==> src/rtl/pass_entry.sv <==
// pass_entry: keypad front end of the digital lock.
// Collects three BCD digits from single-cycle key strobes into pass_in,
// compares them against the stored pass_set, and sequences the lock through
// LOCKED / OPEN / SET / LOCKOUT with retry counting and a timed lockout.
module pass_entry #(
  parameter logic [11:0] DEFAULT_PASS   = 12'h123,
  parameter int          MAX_TRIES      = 3,
  parameter int          LOCKOUT_CYCLES = 1000
) (
  input  logic        clk,
  input  logic        rst_n,
  input  logic        key_valid,
  input  logic [3:0]  key_code,
  output logic [11:0] pass_in,
  output logic [11:0] pass_set,
  output logic        mode,
  output logic        L,
  output logic        unlock_pulse,
  output logic        err_pulse,
  output logic        lockout
);

  localparam logic [1:0] ST_LOCKED  = 2'd0;
  localparam logic [1:0] ST_OPEN    = 2'd1;
  localparam logic [1:0] ST_SET     = 2'd2;
  localparam logic [1:0] ST_LOCKOUT = 2'd3;

  localparam logic [3:0] KEY_CLEAR = 4'hA;
  localparam logic [3:0] KEY_ENTER = 4'hB;
  localparam logic [3:0] KEY_SET   = 4'hC;
  localparam logic [3:0] KEY_LOCK  = 4'hD;

  // The timer only ever holds LOCKOUT_CYCLES-1 down to 0.
  localparam int TW = (LOCKOUT_CYCLES > 1) ? $clog2(LOCKOUT_CYCLES) : 1;
  localparam logic [TW-1:0] TIMER_LOAD  = TW'(LOCKOUT_CYCLES - 1);
  localparam logic [TW-1:0] TIMER_ONE   = TW'(1);
  localparam logic [3:0]    TRIES_LIMIT = 4'(MAX_TRIES);

  logic [1:0]    state;
  logic [1:0]    digit_cnt;
  logic [3:0]    tries;
  logic [TW-1:0] lock_timer;

  logic [1:0]    state_nx;
  logic [11:0]   pass_in_nx;
  logic [11:0]   pass_set_nx;
  logic [1:0]    cnt_nx;
  logic [3:0]    tries_nx;
  logic [TW-1:0] timer_nx;
  logic          unlock_nx;
  logic          err_nx;

  logic          is_digit;
  logic          entry_full;
  logic          code_match;
  logic [3:0]    tries_inc;

  assign is_digit   = (key_code <= 4'd9);
  assign entry_full = (digit_cnt == 2'd3);
  assign code_match = (pass_in == pass_set);
  // Retry counter saturates instead of wrapping back to zero.
  assign tries_inc  = (tries == 4'hF) ? tries : tries + 4'd1;

  // Next-state decode: one key event (or one lockout tick) per cycle.
  always_comb begin
    state_nx    = state;
    pass_in_nx  = pass_in;
    pass_set_nx = pass_set;
    cnt_nx      = digit_cnt;
    tries_nx    = tries;
    timer_nx    = lock_timer;
    unlock_nx   = 1'b0;
    err_nx      = 1'b0;

    if (state == ST_LOCKOUT) begin
      if (lock_timer == '0) begin
        state_nx = ST_LOCKED;
        tries_nx = 4'd0;
      end else begin
        timer_nx = lock_timer - TIMER_ONE;
      end
    end else if (key_valid) begin
      if (is_digit) begin
        if ((state == ST_LOCKED || state == ST_SET) && !entry_full) begin
          pass_in_nx = {pass_in[7:0], key_code};
          cnt_nx     = digit_cnt + 2'd1;
        end
      end else begin
        case (key_code)
          KEY_CLEAR: begin
            pass_in_nx = 12'h000;
            cnt_nx     = 2'd0;
            if (state == ST_SET) begin
              state_nx = ST_OPEN;
            end
          end
          KEY_ENTER: begin
            if (entry_full && state == ST_LOCKED) begin
              pass_in_nx = 12'h000;
              cnt_nx     = 2'd0;
              if (code_match) begin
                unlock_nx = 1'b1;
                tries_nx  = 4'd0;
                state_nx  = ST_OPEN;
              end else begin
                err_nx   = 1'b1;
                tries_nx = tries_inc;
                if (tries_inc == TRIES_LIMIT) begin
                  state_nx = ST_LOCKOUT;
                  timer_nx = TIMER_LOAD;
                end
              end
            end else if (entry_full && state == ST_SET) begin
              pass_set_nx = pass_in;
              pass_in_nx  = 12'h000;
              cnt_nx      = 2'd0;
              state_nx    = ST_OPEN;
            end
          end
          KEY_SET: begin
            if (state == ST_OPEN) begin
              state_nx   = ST_SET;
              pass_in_nx = 12'h000;
              cnt_nx     = 2'd0;
            end
          end
          KEY_LOCK: begin
            if (state == ST_OPEN || state == ST_SET) begin
              state_nx   = ST_LOCKED;
              pass_in_nx = 12'h000;
              cnt_nx     = 2'd0;
            end
          end
          default: begin
          end
        endcase
      end
    end
  end

  // State registers; status flags are registered straight from the next state.
  always_ff @(posedge clk or negedge rst_n) begin
    if (!rst_n) begin
      state        <= ST_LOCKED;
      pass_in      <= 12'h000;
      pass_set     <= DEFAULT_PASS;
      digit_cnt    <= 2'd0;
      tries        <= 4'd0;
      lock_timer   <= '0;
      mode         <= 1'b0;
      L            <= 1'b1;
      lockout      <= 1'b0;
      unlock_pulse <= 1'b0;
      err_pulse    <= 1'b0;
    end else begin
      state        <= state_nx;
      pass_in      <= pass_in_nx;
      pass_set     <= pass_set_nx;
      digit_cnt    <= cnt_nx;
      tries        <= tries_nx;
      lock_timer   <= timer_nx;
      mode         <= (state_nx == ST_SET);
      L            <= (state_nx == ST_LOCKED) || (state_nx == ST_LOCKOUT);
      lockout      <= (state_nx == ST_LOCKOUT);
      unlock_pulse <= unlock_nx;
      err_pulse    <= err_nx;
    end
  end

endmodule

==> config.mk <==
export PLATFORM = sky130hd
export DESIGN_NAME = pass_entry
export DESIGN_NICKNAME = d
export VERILOG_FILES = /design/src/rtl/pass_entry.sv
export SDC_FILE = /design/constraint.sdc
export NUM_CORES = 1
export LEC_CHECK = 0
export ABC_CLOCK_PERIOD_IN_PS = 2800
export CAP_MARGIN = 5
export CORE_ASPECT_RATIO = 1.2
export CORE_MARGIN = 1
export CORE_UTILIZATION = 60
export CTS_CLUSTER_DIAMETER = 80
export DETAILED_ROUTE_END_ITERATION = 16
export DONT_BUFFER_PORTS = 1
export GPL_TIMING_DRIVEN = 0
export PLACE_DENSITY = 0.82
export RECOVER_POWER = 25
export REMOVE_ABC_BUFFERS = 1
export SYNTH_ARGS = -nofsm -noshare
export SYNTH_HDL_FRONTEND = slang
export SYNTH_SLANG_ARGS = --single-unit
==> constraint.sdc <==
create_clock -name clk -period 2.8 [get_ports clk]
set_input_delay 0.56 -clock clk [delete_from_list [all_inputs] [get_ports clk]]
set_output_delay 0.56 -clock clk [all_outputs]
set_load 0.01 [all_outputs]
run_1/met2.png
(4 px per um)
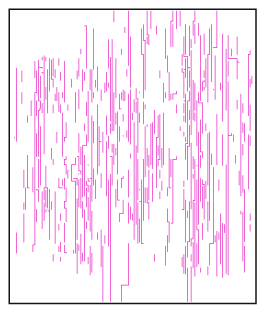
longest straight run: 48.3 um
share of all routed wire: 51%
wire length on this layer: 2430 um
main direction: vertical

run_1/pdn.png
(4 px per um) Pins as bars on the die edge. Tap cells in grey.
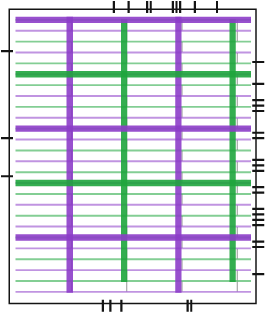
| net | colour |
|---|---|
| VDD | green |
| VSS | purple |
rows: 25
met1 rails: 26

run_1/metal_stack.png
(4 px per um)
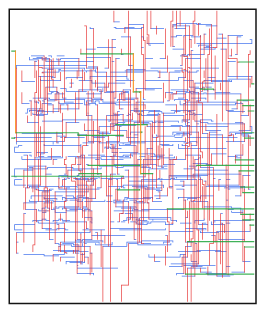
| layer | colour | wire length |
|---|---|---|
| met3 | green | 220 um |
| met2 | red | 2430 um |
| met1 | blue | 2080 um |
| met4 | orange | 50.3 um |

run 1: power breakdown:
part | internal, mW | total (mW) | switching [mW]
registers | 0.788 | 0.964 | 0.176
clock network | 0.269 | 0.501 | 0.232
logic | 0.176 | 0.383 | 0.207
total | 1.23 | 1.85 | 0.615
run 1: cells by family after synthesis:
family                     after synthesis
AOI/OAI and AO/OA                       54
buffers and inverters                   15
DFF                                     47
adders and majority gates               10
muxes                                   15
and+or+nand+nor                         65
xor gates and xnor gates                20
run 1: cell type report:
| class | instances | area (um^2) |
|---|---|---|
| well taps | 54 | 67.6 |
| clock buffers | 5 | 68.8 |
| inverters | 9 | 33.8 |
| fillers | 302 | 1310 |
| clock inverters | 3 | 46.3 |
| flip-flops and latches | 47 | 1180 |
| repair buffers | 1 | 3.75 |
| multi-input cells | 164 | 1290 |
run 1: routing by layer:
metal,track usage,part of all wire,vias up
li1,-,-,841
met1,0.299,0.43,842
met2,0.393,0.51,38
met3,0.0603,0.046,8
met4,0.0783,0.010,0
met5,0,0,-
run 1: synth_stat cells (all sizes together), types with 6 or more instances:
cell	number	area (um^2)
dfrtp	42	1050
xor2	17	149
mux2	15	169
a22o	11	96.3
ha	10	125
nand2	10	37.5
o21ai	10	53.8
a21oi	9	45.0
inv	9	33.8
nand3	9	45.0
nor2	9	33.8
nor3	6	41.3
run 1: state kept, by name (all words and copies together), names as in the netlist:
name,count
lock_timer,10
unlock_pulse,1
pass_set,12
err_pulse,1
pass_in,12
tries,4
state,2
mode,1
lockout,1
digit_cnt,2
L,1
run 1: path summary, 6_finish.rpt:
check	start	slack, ns	endpoint
worst max-delay path	state[0]	0.20	digit_cnt[0]
worst min-delay path	rst_n	0.09	pass_set[1]
worst max register to register	state[0]	0.20	digit_cnt[0]
worst min register to register	digit_cnt[0]	0.55	digit_cnt[0]
max in group asynchronous	rst_n	0.66	lock_timer[8]
min in group clk	key_code[1]	0.39	pass_in[1]
run 1: timing repair:
| item | 4_1_cts | 5_1_grt |
|---|---|---|
| endpoints found under the setup margin | 0 | 0 |
| hold endpoints to repair | 42 | 0 |
| hold buffers | 1 | 0 |
| resized | 0 | 0 |
==> Changelog: implementation, run 1 <==
### Changed

- Status: finished with violations
- Violated checks: max-capacitance violations, max-slew violations
- Per-cell routed wire length: approximately 17 um
- DP Area: around 2600 um^2
- Worst hold slack: between 0.09 and 0.1 ns
- CP max FO: 12
- TritonCTS buffer count: 5
- Mapped Area: around 2500 um^2
- Tool warning count: 30
- Crit path launch type: flip-flop
- CTS sink count: between 40 and 50
- Worst-margin pin slew: around 2.2 ns
- Final setup margin: 0.200 ns
- CP Class: flip-flop to flip-flop
- Layout cells sized above 1: 0.153
- Vias in the first global route: 1716
- Placed insts: approximately 270
- GRT Resource Usage Total: 0.238
- Die Span X: a little over 60 um
- Power Density: 687 nW/um^2
- Max Cap Viol: 1
- Critical path's largest stage delay: 1.07 ns
- First-pass GRT wire length: around 7900 um
- Final Max Tran Viols: ~43
- Cell family contributing the most delay on the critical path: simple AND/OR/NAND/NOR gates
- Simple Share, Synth: 0.165
- Post-Synthesis Cells: about 230
- # IOs: 36
- Fin crit share: 0.929
- Arr. time, crit path: 2.84 ns
- # port buffers: 0
- Setup-failing EPs final: 0
- Ys async rst share: 1.00
- Nets: roughly 250
- Ys cells: around 230
- YS chip area: 2530 um^2
## Run 2: what changed since run 1
--- a/config.mk
+++ b/config.mk
@@ -5,7 +5,7 @@
 export SDC_FILE = /design/constraint.sdc
 export NUM_CORES = 1
 export LEC_CHECK = 0
-export ABC_CLOCK_PERIOD_IN_PS = 2800
+export ABC_CLOCK_PERIOD_IN_PS = 3000
 export CAP_MARGIN = 5
 export CORE_ASPECT_RATIO = 1.2
 export CORE_MARGIN = 1
@@ -17,6 +17,7 @@
 export PLACE_DENSITY = 0.82
 export RECOVER_POWER = 25
 export REMOVE_ABC_BUFFERS = 1
+export SKIP_LAST_GASP = 1
 export SYNTH_ARGS = -nofsm -noshare
 export SYNTH_HDL_FRONTEND = slang
 export SYNTH_SLANG_ARGS = --single-unit
==> constraint.sdc (replaced) <==
create_clock -name clk -period 3 [get_ports clk]
set_input_delay 0.6 -clock clk [delete_from_list [all_inputs] [get_ports clk]]
set_output_delay 0.6 -clock clk [all_outputs]
set_load 0.01 [all_outputs]
run_2/met3.png
(4 px per um)
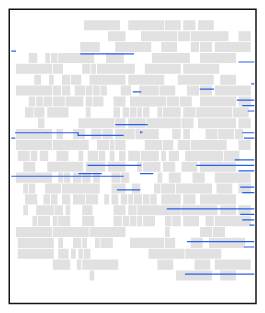
main direction: horizontal
share of all routed wire: 4.6%
wire length on this layer: 220 um

run_2/metal_stack.png
(4 px per um)
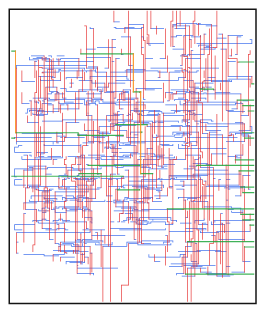
| layer | colour | wire length |
|---|---|---|
| met4 | orange | 50.3 um |
| met2 | red | 2430 um |
| met1 | blue | 2080 um |
| met3 | green | 220 um |

==> run 2 against run 1 <==
Effect of this change: highest routed layer unchanged; hold slack better by 0.040 ns; synthesized cell count unchanged; first-iteration DRC count stayed put; critical path type unchanged; critical path depth unchanged; the flow still finishes with violations (max-capacitance violations, max-slew violations); critical endpoint unchanged; non-clock buffer count unchanged; register-to-register slack improved by 0.20 ns; utilization did not move; sequential power decreased by 6.6%; sequential share of layout area unchanged; largest cell class unchanged; count of clock-buffer cells in the layout stayed put; die size unchanged.
==> Changelog: implementation, run 2 <==
### Changed

- Top cell type by total area after synthesis: dfrtp_1
- Cell family contributing the most delay on the critical path: simple AND/OR/NAND/NOR gates
- Mux cell area share: 0.0667
- Ys cells: 226 (unchanged)
- # port buffers: 0 (unchanged)
- Final setup TNS: 0 ns
- CTS sink count: 47 (unchanged)
- TritonCTS buffer count: 5 (unchanged)
- Status: finished with violations
- Die Span X: 61.3 um (unchanged)
- Simple Share, Synth: 0.165 (unchanged)
- Synth top area share: 0.415 (unchanged)
- YS chip area: 2530 um^2 (unchanged)
- CP Class: flip-flop to flip-flop
- CP max FO: 12 (unchanged)
- Vias in the first global route: 1716 (unchanged)
- XOR-XNOR Cells, Area Fraction: 0.0691
- Worst-path cell chain: ha_1 > nand2b_1 > nor3b_1 > mux2_2
- Setup bufs post-CTS: 0
- Ys async rst share: 1.00 (unchanged)
- Most common cell in the netlist: dfrtp_1
- Layout cells sized above 1: 0.153 (unchanged)
- Main synth FF type: dfrtp_1
- Critical path's largest stage delay: 1.07 ns (about the same)
- GRT Resource Usage Total: 0.238 (unchanged)
- Final Max Tran Viols: 43 (unchanged)
- Nets: 245 (unchanged)
- First-pass GRT wire length: 7890 um (unchanged)
- Crit path launch type: flip-flop
- # IOs: 36 (unchanged)
- Tool warning count: 30 (unchanged)
- Violated checks: max-capacitance violations, max-slew violations
- Final antenna-violating net count: 0
- CTS tree: built
- Per-cell routed wire length: 16.9 um (unchanged)
- Worst skew pair latency: 0.30 ns
- Mapped Area: 2530 um^2 (unchanged)
- Worst-margin pin slew: 2.18 ns (unchanged)
- Power Density: 641 nW/um^2 (-6.7%)
- Final setup margin: 0.400 ns (+0.200 ns)
- Setup-failing EPs final: 0 (unchanged)
- Top flop regs: pass_in (12), pass_set (12), lock_timer (10)
- Synth top cells by count: 42 x dfrtp_1, 17 x xor2_1, 12 x mux2_2
- Post-synth area hogs: dfrtp_1 41%, xor2_1 5.9%, mux2_2 5.3%
- Fin crit share: 0.867 (-0.0619)
- Post-Synthesis Cells: 226 (unchanged)
- Arr. time, crit path: 2.84 ns (about the same)
- EDFF count, synth: 0
- Max Cap Viol: 1 (unchanged)
==> run 2: cell counts after synthesis <==
Identical to the previous run, type by type.
==> run 2: layout make-up <==
class	instances	area [um^2]
Fill cell	302	1310
Clock buffer	5	68.8
Tap cell	54	67.6
Timing Repair Buffer	1	3.75
Inverter	9	33.8
Multi-Input combinational cell	164	1290
Clock inverter	3	46.3
Sequential cell	47	1180
==> run 2: worst paths after layout <==
kind,startpoint,to,slack [ns]
setup / recovery,state[0],digit_cnt[0],0.40
hold / removal,rst_n,pass_set[1],0.13
setup reg to reg,state[0],digit_cnt[0],0.40
hold reg to reg,digit_cnt[0],digit_cnt[0],0.55
max in group asynchronous,rst_n,lock_timer[8],0.82
min in group clk,key_code[1],pass_in[1],0.43
==> run 2: report_power, final <==
part / leakage, nW / total [mW] / internal [mW] / switching, mW
sequential: 0.579 / 0.900 / 0.735 / 0.164
combinational: 0.593 / 0.357 / 0.164 / 0.193
clock: 0.0548 / 0.468 / 0.251 / 0.217
total: 1.23 / 1.72 / 1.15 / 0.574
==> run 2: timing repair <==
item / CTS / global route
hold buffers: 1 / 0
hold endpoints to repair: 42 / 0
gates resized: 0 / 0
==> run 2: logic make-up after synthesis <==
family | count (synthesis)
mux | 15
simple gates | 65
flops | 47
fa+ha+maj | 10
buf+inv | 15
compound gates | 54
xor+xnor | 20
==> run 2: routing by layer <==
layer,GRT usage,vias to the layer above,routed length (um)
met2,0.393,38,2430
met4,0.0783,0,50
met3,0.0603,8,220
met5,0,-,0
met1,0.299,842,2080
li1,-,841,-
==> run 2: metrics by stage <==
| step | power (mW) | instance area [um^2] | utilization | cells | hold slack [ns] |
|---|---|---|---|---|---|
| after global placement | 1.24 | 2570 | 0.642 | 274 | 0.305 |
| after global routing | 1.83 | 2690 | 0.672 | 283 | 0.107 |
| after CTS | 1.74 | 2710 | 0.676 | 283 | 0.121 |
| after detailed placement | 1.26 | 2570 | 0.642 | 274 | 0.305 |
| after floorplan | 1.16 | 2500 | - | 220 | 0.304 |
| final | 1.72 | 2690 | 0.672 | 283 | 0.130 |
Power figures rest on the tool's default switching activity, not on a simulated workload.
